<file path="src/rtl/wrr_pkt_sched.sv">
// rtl/wrr_pkt_sched.sv - weighted round-robin packet scheduler for N valid/ready sources
//
// Shares one egress stream among N packet sources. Each port may send
// weight[i] whole packets per turn. The grant is held from the first to the
// last beat of a packet, so packets never interleave.
//
// Ports:
//   clk, reset        clock, synchronous active-high reset
//   in_valid/in_data/in_last/in_ready   per-port ingress streams (port i data at [i*DW +: DW])
//   out_valid/out_data/out_last/out_ready   shared egress stream
//   cfg_we/cfg_idx/cfg_weight          weight register write port (weight 0 disables a port)
//   cur_port, busy    port holding the grant, high while a packet is being transferred
module wrr_pkt_sched #(
    parameter int N          = 4,
    parameter int DW         = 32,
    parameter int WW         = 4,
    parameter int WEIGHT_RST = 1
) (
    input  logic                    clk,
    input  logic                    reset,
    input  logic [N-1:0]            in_valid,
    input  logic [N*DW-1:0]         in_data,
    input  logic [N-1:0]            in_last,
    output logic [N-1:0]            in_ready,
    output logic                    out_valid,
    output logic [DW-1:0]           out_data,
    output logic                    out_last,
    input  logic                    out_ready,
    input  logic                    cfg_we,
    input  logic [$clog2(N)-1:0]    cfg_idx,
    input  logic [WW-1:0]           cfg_weight,
    output logic [$clog2(N)-1:0]    cur_port,
    output logic                    busy
);

    localparam int IW = $clog2(N);

    localparam logic [0:0] S_IDLE = 1'b0;
    localparam logic [0:0] S_XFER = 1'b1;

    logic [0:0]    state_q, state_d;
    logic [IW-1:0] ptr_q, ptr_d;
    logic [IW-1:0] cur_q, cur_d;
    logic [WW-1:0] credit_q, credit_d;
    logic [WW-1:0] weight_q [N];

    logic [N-1:0]  elig;
    logic [IW-1:0] win;
    logic          found;
    logic          keep;
    logic [IW:0]   pos;

    always_comb begin
        for (int i = 0; i < N; i++) begin
            elig[i] = in_valid[i] && (weight_q[i] != '0);
        end
    end

    // First eligible port at or after ptr, wrapping modulo N. pos is one bit
    // wider than an index so ptr+k never overflows before the wrap.
    always_comb begin
        win   = '0;
        found = 1'b0;
        pos   = '0;
        for (int k = 0; k < N; k++) begin
            pos = {1'b0, ptr_q} + (IW+1)'(k);
            if (pos >= (IW+1)'(N)) begin
                pos = pos - (IW+1)'(N);
            end
            if (!found && elig[pos[IW-1:0]]) begin
                found = 1'b1;
                win   = pos[IW-1:0];
            end
        end
    end

    // Remaining credit on an still-eligible current port continues the turn.
    assign keep = (credit_q != '0) && elig[cur_q];

    assign busy      = (state_q == S_XFER);
    assign cur_port  = cur_q;
    assign out_valid = busy && in_valid[cur_q];
    assign out_data  = in_data[cur_q*DW +: DW];
    assign out_last  = busy && in_last[cur_q];
    assign in_ready  = (busy && out_ready) ? (N'(1) << cur_q) : '0;

    always_comb begin
        state_d  = state_q;
        ptr_d    = ptr_q;
        cur_d    = cur_q;
        credit_d = credit_q;
        if (state_q == S_IDLE) begin
            if (keep) begin
                state_d = S_XFER;
            end else if (found) begin
                // New turn: any leftover credit of the previous port is dropped.
                state_d  = S_XFER;
                cur_d    = win;
                credit_d = weight_q[win];
                ptr_d    = (win == IW'(N-1)) ? '0 : win + 1'b1;
            end
        end else begin
            if (out_valid && out_ready && out_last) begin
                state_d = S_IDLE;
                if (credit_q != '0) begin
                    credit_d = credit_q - 1'b1;
                end
            end
        end
    end

    always_ff @(posedge clk) begin
        if (reset) begin
            state_q  <= S_IDLE;
            ptr_q    <= '0;
            cur_q    <= '0;
            credit_q <= '0;
        end else begin
            state_q  <= state_d;
            ptr_q    <= ptr_d;
            cur_q    <= cur_d;
            credit_q <= credit_d;
        end
    end

    // Indices with no matching register (cfg_idx >= N) simply write nothing.
    always_ff @(posedge clk) begin
        for (int i = 0; i < N; i++) begin
            if (reset) begin
                weight_q[i] <= WW'(WEIGHT_RST);
            end else if (cfg_we && (cfg_idx == IW'(i))) begin
                weight_q[i] <= cfg_weight;
            end
        end
    end

endmodule

</file>
<file path="config.mk">
export PLATFORM = sky130hd
export DESIGN_NAME = wrr_pkt_sched
export DESIGN_NICKNAME = d
export VERILOG_FILES = /design/src/rtl/wrr_pkt_sched.sv
export SDC_FILE = /design/constraint.sdc
export NUM_CORES = 1
export LEC_CHECK = 0
export ABC_AREA = 1
export CORE_ASPECT_RATIO = 1.25
export CORE_MARGIN = 4
export CORE_UTILIZATION = 35
export CTS_BUF_LIST = sky130_fd_sc_hd__clkbuf_8
export DETAILED_ROUTE_END_ITERATION = 16
export GPL_TIMING_DRIVEN = 0
export HOLD_SLACK_MARGIN = 0.12
export PLACE_DENSITY_LB_ADDON = 0.25
export SYNTH_ARGS = -nofsm -noshare
export SYNTH_HDL_FRONTEND = slang
export SYNTH_SLANG_ARGS = --single-unit
</file>
<file path="constraint.sdc">
create_clock -name clk -period 2.4 [get_ports clk]
set_input_delay 0.24 -clock clk [delete_from_list [all_inputs] [get_ports clk]]
set_output_delay 0.24 -clock clk [all_outputs]
set_load 0.01 [all_outputs]
</file>
run_1/route_heat.png
(4 px per µm) The die is cut into 16 by 20 equal tiles; dark blue is low, red is high, scaled to the fullest tile. Values are wire area over tile area, all layers added.
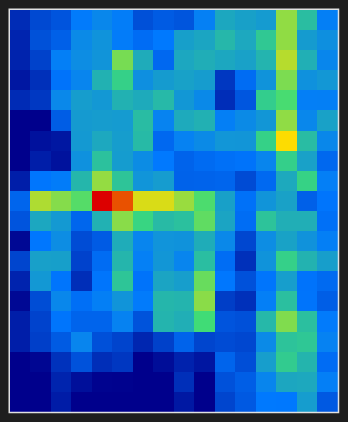
fullest tile: 0.89
emptiest ninth of the die: south-west
nearly empty tiles: 7.5%
mean over tiles: 0.25
tiles over half the peak: 7.5%

run_1/congestion_map.png
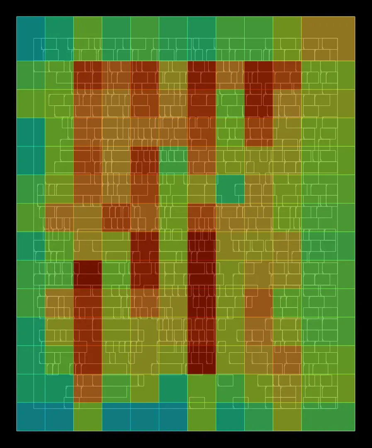
layer with the highest usage: met2
post-detailed-route wirelength per cell: 18.2 µm
GRT met2 Usage: 46.2%

==> summary.txt, run 1 <==
The full implementation flow was run.

The flow ran to the end, and the final reports show no timing, DRC or antenna violations. The tally of OpenROAD warnings stands at 27. The detailed router reported a total wirelength of between 10 and 15 mm. The average instance in the mapped netlist occupies 6.63 µm².

The clock power share stands at between 5 and 6%. The layout summary lists the proportion of cells stronger than drive strength 1 as roughly 8.5%. The final period demand of the worst path stands at about 2300 ps. Per report_power, the combinational group accounts for 80.4% of the total. Adding up every negative setup slack in the final design gives 0 ps. Between the synthesized netlist and the finished layout, the area growth was recorded as 86.5%. The top-level I/O count stands at 187. The number of setup buffers added after CTS is 0. In the layout the commonest cells are clkdlybuf4s50_1 (181), nand2_1 (107), a22oi_1 (54). Looking at the max-slew report, the worst-margin pin has a slew of 652 ps. Before antenna repair, the detailed router went through 5 iterations. Entering global routing, the biggest net connects 16 pins. At the end of the flow, the number of nets in the layout was approximately 700. The launch point of the worst register-to-register path is recorded as weight_q[3][3]. The count of buffers added on input and output ports is about 190. The signal arrival time at the worst endpoint stands at about 2100 ps.

After its last routability iteration, the placer logged a weighted congestion of 0.904. Of the total power, registers draw 13.7%. The tool flagged a number of max-cap violations equal to 0.

The cell total in the yosys stat output stands at roughly 360. The placed instance area stands at approximately 4400 µm². The repair_antennas step left the layout with diodes totalling 0. The data required time at the worst endpoint stands at between 2000 and 2500 ps. The total overflow left after global routing is 0.

The clock input transition at the sequential cells of the worst setup and hold paths stands at approximately 100 ps. The number of H-tree levels stands at 1. The number of nets in the synthesized netlist is between 500 and 600. For this run, design rule violations remaining after detail routing come to 0.

Looking at the clock tree report, the maximum root-to-sink buffer count equals 2. The number of buffers inserted for hold repair after clock tree synthesis stands at 0. Per the OpenROAD power report, leakage power amounts to roughly 1.8 nW. Per the synth log, the flip-flop and latch total comes to 25. The cell count after synthesis stands at 361. The sequential fraction of the synthesis area stands at roughly 28%. The area of the chip stands at between 8000 and 9000 µm². The number of warnings issued by yosys stands at 0. OpenSTA, run right after detailed placement, puts the worst setup slack at 8.92 ps. The final worst-path cycle share stands at between 90% and 100%. The die is ~82 µm wide. The final-report setup violation count stands at 0. The initial antenna violation count stands at 2. The remaining max-slew budget at the tightest pin stands at 56.2%.

According to the floorplan log, the row count is 33. The first-iteration detailed-routing DRC count stands at about 170. Of all nets on the critical path, the largest fanout is 10.
run_1/pinout.png
(4 px per µm) Pins as bars across the die edge, other pins in grey.
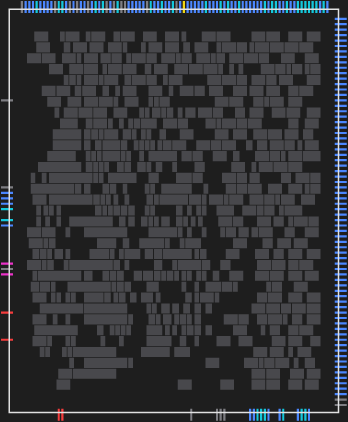
| colour | port | pins | direction | edge |
|---|---|---|---|---|
| red | cfg_weight | 4 | input | 2 west, 2 south |
| cyan | out_data | 32 | output | 24 north, 6 south, 2 west |
| yellow | out_valid | 1 | output | north |
| blue | in_data | 128 | input | 70 east, 48 north, 6 south, 4 west |
| magenta | cfg_idx | 2 | input | west |
all pins by edge: 84 north, 72 east, 18 south, 13 west

[run 1: repair_timing]
action,4_1_cts,5_1_grt
endpoints found under the setup margin,32,25
hold endpoints to repair,0,0
gates resized,18,23
[run 1: synthesized netlist by cell type (all sizes together)]
cell / count / share of area, %
clkbuf: 13 / 2.0
a21oi: 12 / 2.7
nand3: 48 / 11
inv: 24 / 3.9
nor2: 40 / 7.4
nand2: 114 / 19
a221oi: 1 / 0.37
clkinv: 2 / 0.31
buf: 2 / 0.68
edfxtp: 16 / 20
o21ai: 8 / 1.8
xnor2: 1 / 0.68
nand4: 3 / 0.78
ha: 2 / 1.0
a211oi: 2 / 0.63
nor4: 1 / 0.26
nor3: 4 / 0.84
a22oi: 54 / 17
dfxtp: 9 / 7.5
o31ai: 1 / 0.31
or2: 3 / 0.78
o22ai: 1 / 0.26
[run 1: logic make-up after synthesis]
| group | Yosys count | synth area share, % |
|---|---|---|
| adder cells (fa/ha/maj) | 2 | 1.05 |
| AND/OR/NAND/NOR | 213 | 40.8 |
| XOR/XNOR | 1 | 0.680 |
| AND-OR/OR-AND | 79 | 23.0 |
| buffers and inverters | 41 | 6.90 |
| flip-flops | 25 | 27.6 |
[run 1: power by group through the flow]
stage / clock network, mW / registers, mW / logic (mW)
after floorplan: 0 / 0.602 / 1.86
after global placement: 0 / 0.605 / 3.41
after detailed placement: 0 / 0.610 / 3.47
after CTS: 0.260 / 0.606 / 3.54
after global routing: 0.275 / 0.620 / 3.86
final: 0.258 / 0.608 / 3.56
[run 1: layout make-up]
class | instances | area (µm²) | area share (%)
inverters | 26 | 103 | 2.30
clock buffers | 3 | 41.3 | 0.925
flip-flops and latches | 25 | 662 | 14.8
multi-input cells | 295 | 1580 | 35.4
well taps | 87 | 109 | 2.44
repair buffers | 185 | 1860 | 41.7
clock inverters | 1 | 6.26 | 0.140
plain buffers | 15 | 103 | 2.30
[run 1: metrics by stage]
| step | hold slack (ps) | std cells |
|---|---|---|
| 2_1_floorplan | 427 | 361 |
| 3_3_place_gp | 532 | 633 |
| 3_5_place_dp | 547 | 633 |
| 4_1_cts | 373 | 637 |
| 5_1_grt | 406 | 637 |
| 6_report | 384 | 637 |
[run 1: per-layer routing]
metal  vias up  share of wire [%]  GRT usage, %
met2       166                 50          46.2
met3        34                 11          8.14
met1      1560                 36          30.2
met5         -               0.26             0
met4         4                3.0          8.31
li1       1644                  -             -
[run 1: how the worst min path moves through the flow]
stage                           start              to  depth (start not counted)
after floorplan            cfg_idx[0]  weight_q[0][0]                          2
after global placement    credit_q[1]     credit_q[1]                          2
after detailed placement  credit_q[1]     credit_q[1]                          2
after CTS                       reset     cur_port[0]                          2
after global routing            reset     cur_port[0]                          2
final                           reset     cur_port[1]                          2
[run 1: sequential cells by signal, summed over array words and instances, names as in the netlist, named ones only]
register and flops:
credit_q 4, busy 1, cur_port 2, ptr_q 1, weight_q 16
[run 1: critical path, stage by stage, from the launching register on]
cell             delay, ps
dfxtp_1                350
clkbuf_4               210
nand2_1                 90
inv_2                  150
clkbuf_4               230
a22oi_1                100
nand2_1                 60
clkdlybuf4s50_1        590
run_1/m3.png
(4 px per µm)
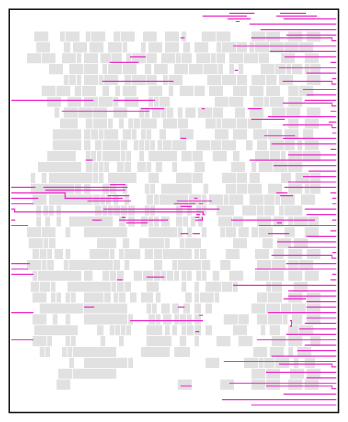

==> inputs of run 2 (changes only) <==
- MAX_ROUTING_LAYER: default -> met4
run_2/m3.png
(4 px per µm)
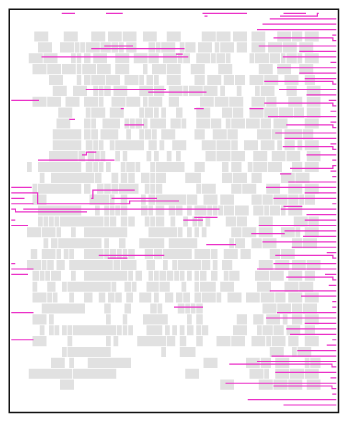
wire length on this layer: 1190 µm
share of all routed wire: 10%
main direction: horizontal
longest straight run: 48.8 µm
nets with wire on the layer: 106
Total Routed Length: 11.4 mm
vias post-DR: 3347
met3 GRT Util: 9.48%

==> run 2 against run 1 <==
Net effect: power up 0.13%; highest routed layer is now met4; core utilization about the same; flip-flop count is the same; non-clock buffer count unchanged; register-to-register slack better by 40 ps.
==> summary.txt, run 2 <==
The full implementation flow was run.

Status: complete, no violations (unchanged). The number of H-tree levels is 1 (unchanged). The sequential fraction of the synthesis area stands at 27.6% (unchanged). The final worst-path cycle share came to 96.3% (about the same).

Cells along the critical path: buf_4, nor2_4, clkbuf_4, a22oi_1, nand2_1, clkdlybuf4s50_1 (was clkbuf_4, nand2_1, inv_2, clkbuf_4, a22oi_1, nand2_1, clkdlybuf4s50_1). Cell types with the largest area share after synthesis: edfxtp_1 (20%), a22oi_1 (17%), nand2_1 (17%) (unchanged). The first-pass iteration count of the detailed router stands at 4 (was 5).

The destination of the worst hold path was cur_port[0] (was cur_port[1]). The register bit count reported by yosys is 25 (unchanged). The number of flip-flops under the largest register name stands at 16 (unchanged).

The library cell with the largest summed area after synthesis is edfxtp_1 (unchanged). The top-level I/O count was 187 (unchanged). The dominant synthesized flop cell is edfxtp_1 (unchanged). The async set-or-reset flop fraction in the synthesized netlist was 0% (unchanged). Most frequent cells in the layout: clkdlybuf4s50_1 (184), nand2_1 (107), a22oi_1 (54) (was clkdlybuf4s50_1 (181), nand2_1 (107), a22oi_1 (54)). The TritonCTS buffer count came to 3 (unchanged). The area fraction in mux cells stands at 0% (unchanged).

The floorplan net count is 509 (unchanged). The cell at the root of the clock tree was clkbuf_8 (unchanged). Cell types with the highest counts after synthesis: nand2_1 (107), a22oi_1 (54), nand3_1 (45), nor2_1 (35) (unchanged). The clock tree buffer depth stands at 2 (unchanged). The maximum clock frequency stands at 433 MHz (about the same). The critical path's top delay family is buffers and inverters (unchanged). The number of warnings issued by yosys came to 0 (unchanged). The ratio of cells with drive above 1 in the final layout came to 8.55% (unchanged). The final-report setup violation count was 0 (unchanged). The remaining max-slew budget at the tightest pin stands at 54.9% (was 56.2%). The cell count after synthesis is 361 (unchanged). The max-cap violation count stands at 0 (unchanged). The maximum number of pins on one net before global-route repair was 16 (unchanged).

The simple-gate portion of the synthesized area is 40.8% (unchanged). The signal arrival time at the worst endpoint is 2070 ps (about the same). The combinational family with the most area after synthesis was simple AND/OR/NAND/NOR gates (unchanged). The overflow left after global routing stands at 0 (unchanged). The worst stage delay on the critical path stands at 570 ps (was 590 ps). The count of library flops with an enable pin stands at 16 (unchanged). The critical path buffer and inverter count was 3 (was 4). The startpoint of the worst hold path is reset (unchanged).

The post-synthesis share of cell area spent on and-or and or-and gates stands at 23.0% (unchanged). The clock input transition at the sequential cells of the worst setup and hold paths stands at 100 ps (about the same). The last weighted congestion value of the routability-driven placer is 0.919 (was 0.904).

The first-iteration detailed-routing DRC count came to 189 (was 169). The post-synthesis average cell area came to 6.63 µm² (unchanged). The number of cells on the worst hold path stands at 2 (unchanged). The leading cell type by number of instances after synthesis is nand2_1 (unchanged). The total number of placement rows stands at 33 (unchanged). The x dimension of the die stands at 82.0 µm (unchanged). The ratio of total power to cell area came to 993 nW/µm² (was 992 nW/µm²).

The final period demand of the worst path is 2310 ps (about the same). The average wire per cell in the routed design stands at 17.9 µm (was 18.2 µm). The fraction of the mapped netlist area in adder cells stands at 1.05% (unchanged). The reg-to-reg critical path startpoint was weight_q[3][3] (unchanged). The xor and xnor fraction of the mapped netlist area stands at 0.680% (unchanged). The largest register by flop count is weight_q (unchanged). The initial antenna violation count stands at 2 (unchanged). The number of vias per cell after detailed routing stands at 5.24 (was 5.35). The number of port buffers stands at 185 (unchanged). The number of instances in the placed design is 633 (unchanged).

The data required time at the worst endpoint stands at 2160 ps (about the same). The total DRC errors in the routed layout stands at 0 (unchanged). The peak fanout along the critical path was 10 (unchanged). The share of the synthesized area in the top cell type stands at 20.1% (unchanged). The area of the chip is 8230 µm² (unchanged).

The layout-stage area growth over the synthesis result came to 86.6% (was 86.5%).
run_2/congestion_map.png
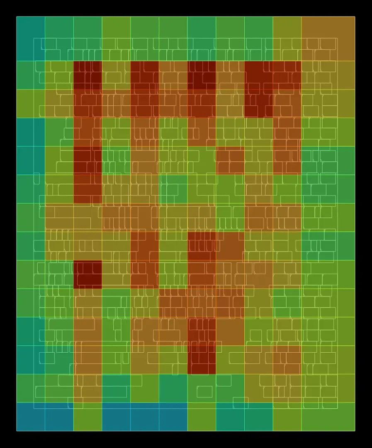
utilization of the core after routing: 67.6%
GR met1 Demand/Resource: 30.9%

## run 2: cell counts after synthesis
Identical to the previous run, type by type.
## run 2: cell type report
class / instances / area (µm²) / area share (%)
plain buffers: 15 / 108 / 2.41
repair buffers: 185 / 1850 / 41.5
diodes: 2 / 5.00 / 0.112
clock inverters: 1 / 6.26 / 0.140
multi-input cells: 295 / 1580 / 35.3
clock buffers: 3 / 41.3 / 0.925
flip-flops and latches: 25 / 662 / 14.8
well taps: 87 / 109 / 2.44
inverters: 26 / 103 / 2.30
## run 2: worst register-to-register path: stages (launching register included)
cell and delay, ps:
edfxtp_1 420, nor2_1 120, nand2_1 130, nand3_1 150, nand3_1 130, nand2_4 140
nand2_1 70, nand2_1 70, nand2_1 60, nand2_2 150, nand2_4 120, nand2_1 80
nand3_1 80, nand3_1 130, a21oi_1 80
## run 2: kinds of logic after synthesis
kind of cell,count (synthesis)
AND/OR/NAND/NOR,213
AND-OR/OR-AND,79
buffers and inverters,41
flip-flops,25
adder cells (fa/ha/maj),2
XOR/XNOR,1
## run 2: repair_timing
action                                  CTS  global route
resized                                  18            21
cloned                                    0             0
endpoints found under the setup margin   32            32
setup buffers                             0             0
endpoints found under the hold margin     0             0
## run 2: worst max-delay path by stage
stage	start	cells past startpoint	slack, ps	to
2_1_floorplan	cur_port[1]	14	660	credit_q[3]
3_3_place_gp	cur_port[0]	6	30	out_data[13]
3_5_place_dp	cur_port[0]	6	0.7	out_data[13]
4_1_cts	cur_port[0]	6	2	out_data[13]
5_1_grt	cur_port[1]	6	-5	out_data[10]
6_report	cur_port[1]	6	90	out_data[13]
## run 2: per-stage QoR
stage	setup TNS, ps	hold slack, ps	setup slack (ps)	instance area (µm²)	total power [mW]
detailed placement	0	560	0.666	4350	4.09
CTS	0	379	1.59	4440	4.41
floorplan	0	427	664	2390	2.47
global route	-5.44	411	-4.62	4470	4.80
finish	0	394	89.6	4470	4.43
global placement	0	530	31.2	4350	4.01
## run 2: per-layer routing
metal | vias up | track usage (%) | share of wire (%)
li1 | 1650 | - | -
met3 | 14 | 9.48 | 10
met4 | 0 | 8.57 | 2.3
met5 | - | - | 0
met1 | 1549 | 30.9 | 37
met2 | 134 | 45.6 | 51
## run 2: report_power, final
part / internal [mW] / switching [mW] / leakage [nW]
Combinational: 1.67 / 1.89 / 1.56
Clock: 0.119 / 0.142 / 0.0260
Sequential: 0.535 / 0.0728 / 0.232
run_2/m2.png
(4 px per µm)
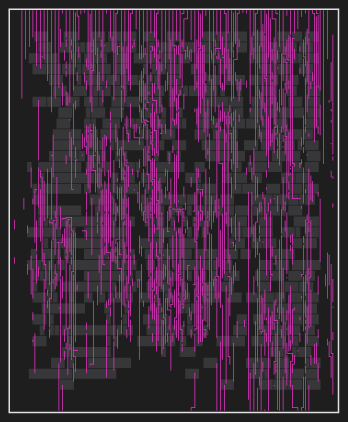

==> inputs of run 3 (changes only) <==
- CELL_PAD_IN_SITES_DETAIL_PLACEMENT: default -> 0
- CELL_PAD_IN_SITES_GLOBAL_PLACEMENT: default -> 1
- CORE_UTILIZATION: 35 -> 22
- TNS_END_PERCENT: default -> 20
run_3/m2.png
(4 px per µm)
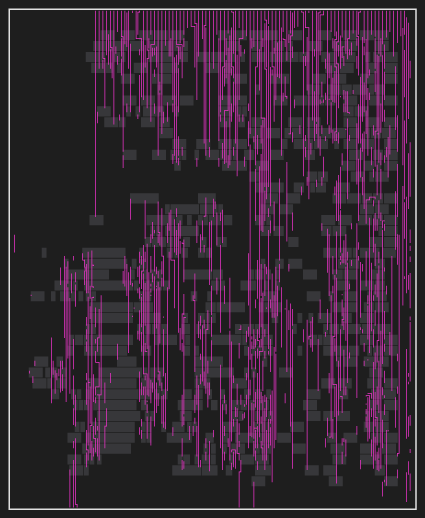
wire length on this layer: 6380 µm
share of all routed wire: 55%
nets with wire on the layer: 581
GRT met2 Usage: 34.4%
Total Routed Length: 11.7 mm
vias post-DR: 3258

==> run 3 against run 2 <==
Net effect: non-clock buffer count is the same; count of clock-buffer cells in the layout stayed put; largest cell class unchanged; worst hold slack better by 7.8 ps; register-to-register slack lost 30 ps; power decreased by 1.4%; fmax increased by 0.76%; core utilization decreased by 25 points; die size rose by 53%; sequential share of layout area decreased by 0.18 points; synthesized cell count stayed put.
==> summary.txt, run 3 <==
The full implementation flow was run.

Status: complete, no violations (unchanged). The largest register by flop count was weight_q (unchanged). The last weighted congestion value of the routability-driven placer is 0.888 (was 0.919). The utilization after layout is 42.6% (was 67.6%). The total non-filler cell area in the finished layout stands at 4520 µm² (was 4470 µm²).

The cell total in the yosys stat output stands at 361 (unchanged). The area of the chip stands at 12600 µm² (was 8230 µm²). The remaining max-slew budget at the tightest pin stands at 60.9% (was 54.9%). The first-pass iteration count of the detailed router stands at 4 (unchanged). The number of warnings issued by yosys stands at 0 (unchanged). The initial antenna violation count stands at 0 (was 2). The async set-or-reset flop fraction in the synthesized netlist came to 0% (unchanged). The total number of nets in the final design stands at 699 (unchanged).

The post-synthesis average cell area is 6.63 µm² (unchanged). The max-cap violation count is 0 (unchanged). The critical path buffer and inverter count is 3 (unchanged).

The first-iteration detailed-routing DRC count came to 121 (was 189). The clock input transition at the sequential cells of the worst setup and hold paths was 80 ps (was 100 ps). Cell types with the largest area share after synthesis: edfxtp_1 (20%), a22oi_1 (17%), nand2_1 (17%) (unchanged). Cells along the critical path: clkbuf_4, nor2_4, clkbuf_2, a22oi_1, nand2_1, clkdlybuf4s50_1 (was buf_4, nor2_4, clkbuf_4, a22oi_1, nand2_1, clkdlybuf4s50_1).

The cell at the root of the clock tree is clkbuf_8 (unchanged). The share of the synthesized area in the top cell type stands at 20.1% (unchanged). The total setup buffers inserted after CTS was 0 (unchanged). The busiest layer in global routing is met2 (unchanged). The ratio of total power to cell area was 967 nW/µm² (was 993 nW/µm²). The final-report setup violation count stands at 0 (unchanged). The TritonCTS buffer count is 3 (unchanged). The global routing usage on met1 stands at 19.4% (was 30.9%). The dominant synthesized flop cell is edfxtp_1 (unchanged). The number of H-tree levels stands at 1 (unchanged). The data required time at the worst endpoint is 2160 ps (about the same).

The signal arrival time at the worst endpoint stands at 2050 ps (was 2070 ps). The total number of placement rows stands at 42 (was 33). The leakage power figure stands at 1.83 nW (was 1.82 nW). The number of flip-flops under the largest register name stands at 16 (unchanged).

The layout-stage area growth over the synthesis result is 88.8% (was 86.6%). The leading cell type by number of instances after synthesis was nand2_1 (unchanged). Most frequent cells in the layout: clkdlybuf4s50_1 (184), nand2_1 (107), a22oi_1 (54) (unchanged). The number of vias per cell after detailed routing is 4.78 (was 5.24).

The actual transition at the worst max-transition pin stands at 581 ps (was 671 ps).
run_3/m3.png
(4 px per µm)
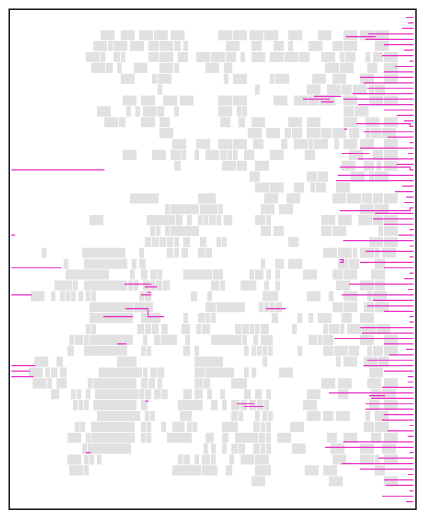
nets with wire on the layer: 112
wire length on this layer: 873 µm
share of all routed wire: 7.5%
main direction: horizontal
longest straight run: 23.0 µm
met3 GRT Util: 3.36%

## run 3: final timing paths
path | end | from | cells past startpoint | slack [ps]
max reg2reg | credit_q[0] | weight_q[3][0] | 14 | 330
min reg2reg | cur_port[0] | cur_port[0] | 2 | 550
max | out_data[1] | cur_port[1] | 6 | 110
min | cur_port[1] | reset | 2 | 400
## run 3: kinds of logic (layout without fill, tap and decap cells)
group / after synthesis / after routing / share of synthesized area [%]
xor gates and xnor gates: 1 / 1 / 0.680
AOI/OAI and AO/OA: 79 / 79 / 23.0
DFF: 25 / 25 / 27.6
adders and majority gates: 2 / 2 / 1.05
buffers and inverters: 41 / 230 / 6.90
and+or+nand+nor: 213 / 213 / 40.8
## run 3: per-stage QoR
| step | std cells | worst slack, ps | TNS [ps] | power [mW] | hold WS (ps) |
|---|---|---|---|---|---|
| finish | 682 | 107 | 0 | 4.37 | 402 |
| global route | 682 | 6.11 | 0 | 4.75 | 437 |
| CTS | 682 | -16.6 | -16.6 | 4.38 | 407 |
| detailed placement | 678 | -28.6 | -28.6 | 4.08 | 548 |
| global placement | 678 | -20.7 | -36.0 | 4.07 | 537 |
| floorplan | 361 | 664 | 0 | 2.47 | 427 |
## run 3: report_power, final
part,switching [mW],internal [mW],total (mW)
clock,0.121,0.114,0.235
sequential,0.0775,0.535,0.612
combinational,1.85,1.68,3.52
total,2.04,2.33,4.37
## run 3: worst register-to-register path: cells and delay by family (launching register included)
| family | cells | cell delay (ps) |
|---|---|---|
| simple gates | 13 | 1480 |
| flops | 1 | 410 |
| compound gates | 1 | 80 |
## run 3: what timing repair did
item,in CTS,in global routing
setup endpoints to repair,33,33
resized,20,24
hold endpoints to repair,0,0
## run 3: area by class of cell
type | count | area share (%)
buffer | 15 | 2.38
clock buffer | 3 | 0.914
clock inverter | 1 | 0.0831
inverter | 26 | 2.33
multi-input combinational | 295 | 35.0
sequential | 25 | 14.6
tap | 132 | 3.65
timing repair buffer | 185 | 41.0
## run 3: routing by layer
layer | share of wire (%) | vias to the layer above
met1 | 37 | 1470
met4 | 1.1 | 0
met2 | 55 | 128
li1 | - | 1650
met3 | 7.5 | 10
met5 | 0 | -
Power and IR drop assume default switching activity.
